`config.mk`:
```
export PLATFORM = sky130hd
export DESIGN_NAME = crc32_comb
export DESIGN_NICKNAME = d
export VERILOG_FILES = /design/src/rtl/crc32_comb.sv
export SDC_FILE = /design/constraint.sdc
export NUM_CORES = 1
export LEC_CHECK = 0
export ABC_AREA = 1
export CELL_PAD_IN_SITES_DETAIL_PLACEMENT = 0
export CELL_PAD_IN_SITES_GLOBAL_PLACEMENT = 1
export CORE_MARGIN = 2
export CORE_UTILIZATION = 40
export CTS_CLUSTER_DIAMETER = 30
export DETAILED_ROUTE_END_ITERATION = 16
export PLACE_DENSITY_LB_ADDON = 0.1
export SYNTH_ARGS = -nofsm -noshare
export SYNTH_HDL_FRONTEND = slang
export SYNTH_SLANG_ARGS = --single-unit
```
`constraint.sdc`:
```
create_clock -name clk -period 2.2 [get_ports clk]
set_input_delay 0.33 -clock clk [delete_from_list [all_inputs] [get_ports clk]]
set_output_delay 0.33 -clock clk [all_outputs]
set_load 0.01 [all_outputs]
```
`src/rtl/crc32_comb.sv`:
```
// Ethernet CRC-32 (reflected) with a single-cycle combinational fold of one
// GMII byte or one MII nibble per clock; result is the complemented register.
module crc32_comb #(
  parameter int                  datalen = 8,
  parameter int                  crc_len = 32,
  parameter logic [crc_len-1:0]  crc     = 32'h04C11DB7,
  parameter bit                  GMII    = 1'b1
) (
  input  logic                 clk,
  input  logic                 rst,
  input  logic                 strt,
  input  logic [datalen-1:0]   data,
  input  logic                 updatecrc,
  output logic [crc_len-1:0]   result
);

  function automatic logic [crc_len-1:0] reflect(input logic [crc_len-1:0] v);
    logic [crc_len-1:0] r;
    r = '0;
    for (int i = 0; i < crc_len; i++) r[i] = v[crc_len-1-i];
    return r;
  endfunction

  localparam logic [crc_len-1:0] POLY_R = reflect(crc);
  localparam int                 NBITS  = GMII ? datalen : 4;

  logic [crc_len-1:0] r_crc_reg;
  logic [crc_len-1:0] w_next;
  logic               w_fb;

  // LSB-first shift: each input bit is XORed against the outgoing LSB
  always_comb begin
    w_next = r_crc_reg;
    w_fb   = 1'b0;
    for (int i = 0; i < NBITS; i++) begin
      w_fb   = w_next[0] ^ data[i];
      w_next = w_next >> 1;
      if (w_fb) w_next = w_next ^ POLY_R;
    end
  end

  always_ff @(posedge clk or posedge rst) begin
    if (rst)            r_crc_reg <= '1;
    else if (strt)      r_crc_reg <= '1;
    else if (updatecrc) r_crc_reg <= w_next;
  end

  assign result = ~r_crc_reg;

endmodule

```
Figure 1. Logic cells by family (run 1).
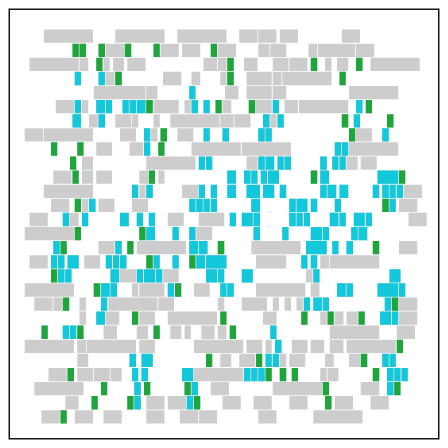
[cyan] NAND gates | cells: 164 | most used: nand2_1
[green] inverters | cells: 72 | most used: inv_1 | where: widely spread
Layout Cells excl Fill: 497
Top cell excl fill/tap: nand2_1
combinational share of cell area: 0.420

Figure 2. M2 wires (run 1).
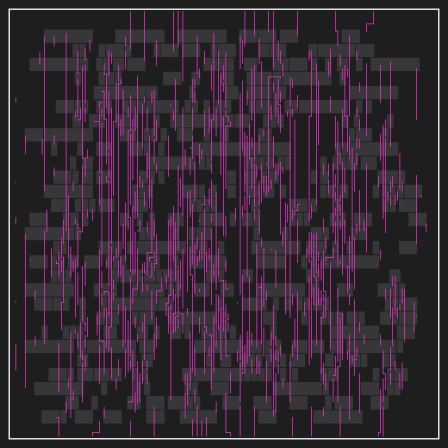
nets with wire on the layer: 357
share of all routed wire: 49%
wire length on this layer: 3340 um
main direction: vertical
longest straight run: 40.1 um
wirelength, routed: 6870 um
met2 Usage GRT: 0.367
via count: 2370

==> notes.md, run 1 <==
run results: RSZ-0062 raised after global routing false, Setup crit end r_crc_reg[22], GR Overflow Total 0, Max IR drop VDD 0.484 mV, NetSw 1450 uW, Final #Nets 433, wire per inst 13.8 um, crit-path leading delay family simple AND/OR/NAND/NOR gates, Fin. Hold Viols 0, startpoint types flop, vias in the first global route 2283, final core occ 0.527, mi-comb count 256, initial antenna violation count 0, Dominant flop cell dfstp_2, maximum root-to-sink buffer count 2, fraction of layout cells with a size suffix above 1 0.185, gr busiest metal met2, Routed Antenna Nets 0, sw frac 0.434, DR iter-0 viols 97, clock slew at reported path FFs 70 ps, synthesized area per cell 6.77 um^2, Die Height 82.6 um, max_cap viols 0, CTS tree done, Final Setup Violations 0, fin crit share 0.802, register area share after synthesis 0.340, cells after synthesis 365, Synth area leader dfstp_2, Top area cell types dfstp_2 34%, nand2_1 19%, inv_1 9.7%, cell area after layout 3140 um^2, Pwr top combinational cells, CP arrival 1990 ps, dpl ws 155 ps, slowest CP cell dfstp_2, yosys cell count 365, Worst setup startpoint r_crc_reg[0], yosys xor share 0.124, Seq power 968 uW, Clock power frac 0.142, H-tree levels 2, buffering overhead 0.167, CP Buf/Inv Count 2, first-pass GRT wire length 11000 um, reg2reg end r_crc_reg[22], post-place instance area 3050 um^2, FF+latch area 841 um^2, dpl hpwl 5190 um, power share of the combinational group 0.569, TNS Setup 0 ps, most frequent cells after synthesis 123 x nand2_1, 64 x inv_1, 32 x dfstp_2, # DRC 0, Fill cells 607, Tapcells 75, Gate Area 1320 um^2, worst skew pair latency 280 ps, EDFF count, synth 0, critical path class reg2reg, Hold Crit Class reg2reg, ao+oa area frac 0.0795, Boundary Pins 44, dpl cells 489, Pre-Repair DR Iteration Count 4, relative slew slack 0.715, M1 GR Usage 0.286, static leakage 0.00165 uW, Clk power 475 uW, Seq pwr share 0.289, PostCTS Resize Cnt 0, hold_sp r_crc_reg[8], Synth async-reset ratio 1.00, syn_nets 377, postcts setup bufs 0, max FFs per register 32, Mapped Area 2470 um^2, Distinct cells, synth 26, Reg-to-Reg Start r_crc_reg[0], most numerous cell in the Yosys netlist nand2_1, Placer Congestion 0.896, die area 6820 um^2, ClkCell Share 0.0287, R2R setup slack 430 ps, Top cell by count, worst path nand2_1, largest net degree at the start of global routing 33, Slew @ Worst Pin 428 ps, Comb power 1900 uW, highest routed layer met4, Largest cell class multi-input combinational cells, crit-path cells nand2_1 > nand2_4 > nand2_2 > nand2_4 > nand2_1 > nand2_1 > inv_2 > nand2_1 > nand3_1 > nand2_1 > inv_1, Final Worst Setup Slack 435 ps, clk_skew 3.78 ps, total tool warning count 26, Met3 Wirelength 332 um, Dominant comb cell simple AND/OR/NAND/NOR gates, clock buffer count 8, yosys warns 0, mux share 0, Final min period 1770 ps, Non-clk bufs 54, Layout area overhead 27.2%, Inserted Diodes 0, Slew Limit Fails 0, Flops after synth 32, total power divided by cell area 1070 nW/um^2, most frequent cells in the layout 123 x nand2_1, 64 x inv_1, 43 x clkdlybuf4s50_1, 32 x dfstp_2, Reg2Reg Depth 11, Top-area cell share 0.340, Adder Share, Synth 0, worst-path fanout max 11, metal1 wirelength 3120 um, Total GRT Usage 0.218, crit path DRT 2420 ps, Hold Path Stages 2, worst hold endpoint r_crc_reg[8], outcome finished, final reports clean, hold buffers post-CTS 0, hold slack 490 ps
Figure 3. Cell placement (run 1).
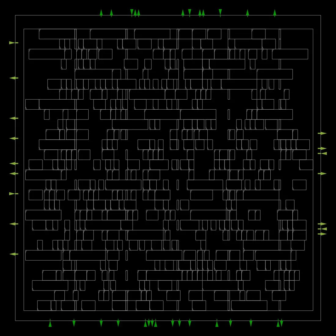
Core Area: 5960 um^2
fraction of area in registers: 0.268
Seq cells: 32

Figure 4. Met1 routing (run 1).
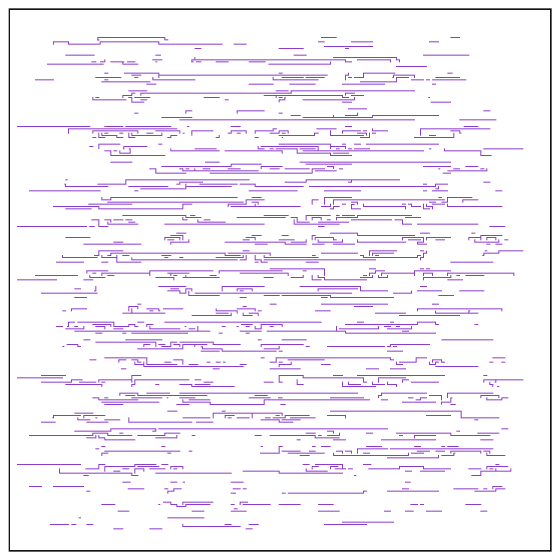

## Run 2: what changed since run 1
Settings changed: CORE_UTILIZATION 40 to 34.
Clock period 2.2 ns to 1.42 ns, I/O delays scaled along.
Figure 5. Met1 routing (run 2).
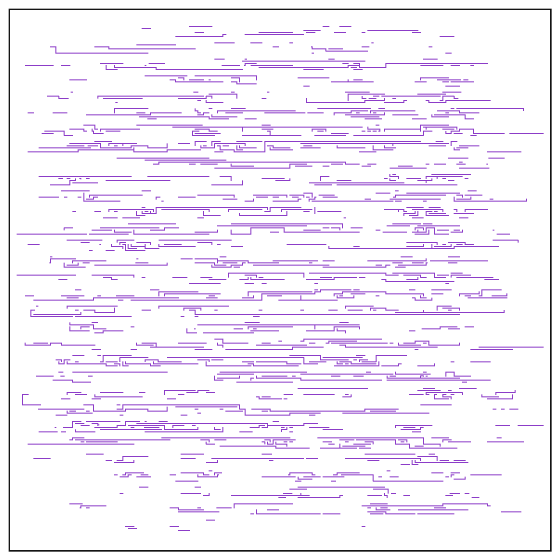
main direction: horizontal
nets with wire on the layer: 448
longest straight run: 43.7 um

==> run 2 against run 1 <==
The flow now finishes with violations (negative setup slack). Clock power grew 64%. Worst hold slack is essentially flat. Utilization grew 5.1 points. Clock skew grew 2.3 ps. Register-to-register slack lost 620 ps. Wire length grew 20%. Clock-buffer cell count is the same.
==> notes.md, run 2 <==
run results: outcome complete, but fails checks, failing checks negative setup slack, EDFF count, synth 0, static leakage 0.00220 uW, Inserted Diodes 0, mux share 0, total power divided by cell area 1620 nW/um^2, CP Buf/Inv Count 2, Worst setup startpoint r_crc_reg[0], CTS tree done, hold slack 490 ps, Top cell excl fill/tap nand2_1, TNS Setup -3440 ps, dpl cells 551, most frequent cells in the layout 69 x nand2_1, 61 x inv_1, 47 x buf_4, 35 x nand2_2, 32 x dfstp_2, Slew Limit Fails 0, crit-path cells inv_2 > nand2_2 > nand2_4 > nand2_4 > nand2_4 > inv_2 > nand2_2 > nand2_4 > nand4_1 > nand3_2 > nand2_2, R2R setup slack -180 ps, largest net degree at the start of global routing 33, Top area cell types dfstp_2 34%, nand2_1 19%, inv_1 9.7%, fraction of layout cells with a size suffix above 1 0.459, max FFs per register 32, highest routed layer met4, Seq pwr share 0.227, cell area after layout 4130 um^2, combinational share of cell area 0.445, wire per inst 14.3 um, Hold Crit Class in2async, M1 GR Usage 0.289, NetSw 2970 uW, Final Worst Setup Slack -183 ps, vias in the first global route 2657, Fill cells 703, post-place instance area 3410 um^2, Synth async-reset ratio 1.00, Final Setup Violations 29, register area share after synthesis 0.340, Gate Area 1840 um^2, Adder Share, Synth 0, relative slew slack 0.697, initial antenna violation count 0, gr busiest metal met2, yosys warns 0, Fin. Hold Viols 0, Flops after synth 32, most numerous cell in the Yosys netlist nand2_1, Layout area overhead 67.2%, Reg2Reg Depth 11, Final min period 1600 ps, Seq power 1520 uW, postcts setup bufs 14, Pre-Repair DR Iteration Count 4, syn_nets 377, buffering overhead 0.233, worst skew pair latency 290 ps, Layout Cells excl Fill 576, Die Height 89.2 um, Distinct cells, synth 26, clock buffer count 8, Synth area leader dfstp_2, dpl hpwl 5850 um, Dominant flop cell dfstp_2, hold buffers post-CTS 0, maximum root-to-sink buffer count 2, fraction of area in registers 0.204, final core occ 0.579, clk_skew 6.09 ps, Core Area 7140 um^2, met2 Usage GRT 0.373, sw frac 0.445, crit-path leading delay family simple AND/OR/NAND/NOR gates, Seq cells 32, ao+oa area frac 0.0795, reg2reg end r_crc_reg[23], synthesized area per cell 6.77 um^2, Final #Nets 488, # DRC 0, Non-clk bufs 109, metal1 wirelength 3800 um, startpoint types flop, critical path class reg2reg, yosys xor share 0.124, ClkCell Share 0.0218, FF+latch area 841 um^2, Placer Congestion 0.779, mi-comb count 256, wirelength, routed 8220 um, GR Overflow Total 0, Pwr top combinational cells, first-pass GRT wire length 13100 um, clock slew at reported path FFs 80 ps, Mapped Area 2470 um^2, RSZ-0062 raised after global routing true, via count 2645, Top cell by count, worst path nand2_4, Tapcells 99, crit path DRT 1640 ps, PostCTS Resize Cnt 146, CP arrival 1830 ps, Comb power 4370 uW, worst-path fanout max 6, Clk power 781 uW, Total GRT Usage 0.216, Slew @ Worst Pin 453 ps, power share of the combinational group 0.655, Setup crit end r_crc_reg[23], cells after synthesis 365, fin crit share 1.13
Figure 6. Logic cells by family (run 2).
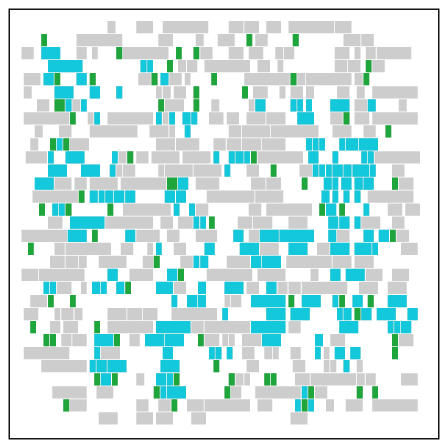

## Run 3: what changed since run 2
Settings changed: CORE_ASPECT_RATIO from default to 0.9.
Figure 7. Logic cells by family (run 3).
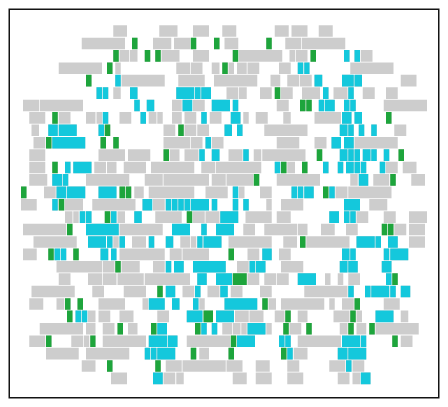
[green] inverters | cells: 72 | most used: inv_1 | where: widely spread
[cyan] NAND gates | cells: 164 | most used: nand2_1
combinational share of cell area: 0.435
Layout Cells excl Fill: 572

==> run 3 against run 2 <==
The flow still finishes with violations (negative setup slack). Flip-flop count is the same. Combinational power shrank 2%. Worst hold slack lost 7.4 ps. Sequential power is essentially flat. Synthesized area is the same. Die size is essentially flat. Synthesized cell count is the same. Critical path type unchanged. Critical endpoint is now r_crc_reg[19]. Largest power group unchanged.
==> notes.md, run 3 <==
run results: fraction of area in registers 0.207, Seq pwr share 0.229, mi-comb count 256, hold buffers post-CTS 0, die area 7960 um^2, Setup crit end r_crc_reg[19], clk_skew 7.69 ps, relative slew slack 0.746, sw frac 0.438, worst skew pair latency 290 ps, max_cap viols 0, Comb power 4280 uW, yosys warns 0, Final Setup Violations 28, Reg2Reg Depth 13, ao+oa area frac 0.0795, clock buffer count 7, startpoint types flop, crit path DRT 1650 ps, Clock power frac 0.120, yosys xor share 0.124, Seq power 1510 uW, M1 GR Usage 0.302, Total GRT Usage 0.210, wirelength, routed 8040 um, first-pass GRT wire length 12900 um, Slew @ Worst Pin 381 ps, dpl cells 543, highest routed layer met4, Met3 Wirelength 268 um, Hold Crit Class in2async, CP arrival 1880 ps, Seq cells 32, clock slew at reported path FFs 70 ps, reg2reg end r_crc_reg[19], Reg-to-Reg Start r_crc_reg[0], post-place instance area 3390 um^2, RSZ-0062 raised after global routing true, Distinct cells, synth 26, Slew Limit Fails 0, slowest CP cell dfstp_2, NetSw 2880 uW, fin crit share 1.16, buffering overhead 0.237, Placer Congestion 0.841, max FFs per register 32, FF+latch area 841 um^2, Top cell excl fill/tap nand2_1, synthesized area per cell 6.77 um^2, Fin. Hold Viols 0, ClkCell Share 0.0237, Dominant flop cell dfstp_2, critical path class reg2reg, largest net degree at the start of global routing 33, Gate Area 1770 um^2, register area share after synthesis 0.340, Synth async-reset ratio 1.00, Boundary Pins 44, Adder Share, Synth 0, initial antenna violation count 0, Routed Antenna Nets 0, Mapped Area 2470 um^2, TNS Setup -3860 ps, total tool warning count 29, Core Area 7040 um^2, metal1 wirelength 3800 um, dpl ws -474 ps, Tapcells 93, crit-path cells inv_2 > nand2_2 > nand2_4 > nand2_4 > nand2_8 > buf_4 > nand2_2 > nand3_2 > nand2_2 > nand2_2 > nand3_2 > nand2_1 > inv_1, Top-area cell share 0.340, PostCTS Resize Cnt 112, H-tree levels 2, CTS tree done, maximum root-to-sink buffer count 2, failing checks negative setup slack, fraction of layout cells with a size suffix above 1 0.436, wire per inst 14.1 um, Worst setup startpoint r_crc_reg[0], Final Worst Setup Slack -228 ps, crit-path leading delay family simple AND/OR/NAND/NOR gates, Clk power 793 uW, syn_nets 377, dpl hpwl 5690 um, hold slack 483 ps, cell area after layout 4060 um^2, Layout area overhead 64.4%, CP Buf/Inv Count 3, Die Height 84.9 um, Largest cell class multi-input combinational cells, most frequent cells in the layout 85 x nand2_1, 62 x buf_4, 60 x inv_1, 32 x dfstp_2, 26 x nand2_2, Pwr top combinational cells, Dominant comb cell simple AND/OR/NAND/NOR gates, cells after synthesis 365, outcome complete, but fails checks, met2 Usage GRT 0.336, most frequent cells after synthesis 123 x nand2_1, 64 x inv_1, 32 x dfstp_2

## Gallery

Local utilization.
picture 1
9 x 8 tiles, from white (low) to dark blue (high), 0 to 100% covered.
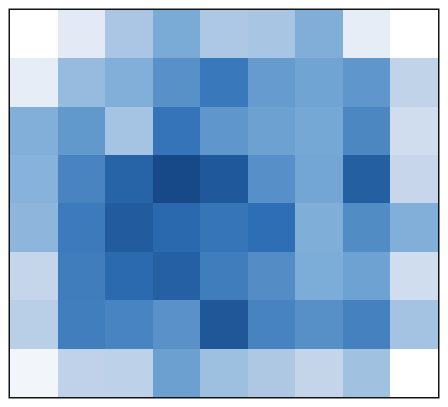
picture 2
8 x 8 tiles, from white (low) to dark blue (high), 0 to 100% covered.
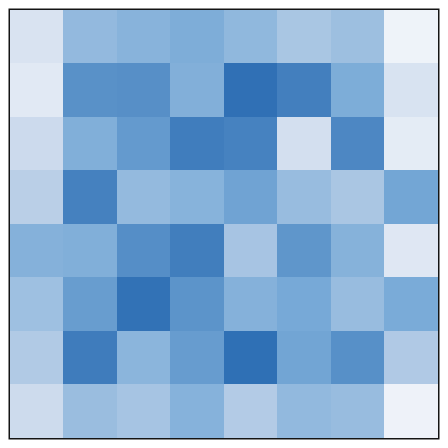
picture 3
9 x 9 tiles, from white (low) to dark blue (high), 0 to 100% covered.
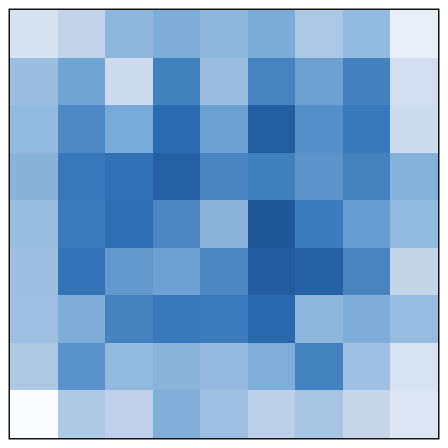
picture 3: run 2
picture 2: run 1
picture 1: run 3

Key to picture 2:
mean over tiles: 45%
emptiest ninth of the die: top right
fullest tile: 74%

Power and IR drop assume default switching activity.
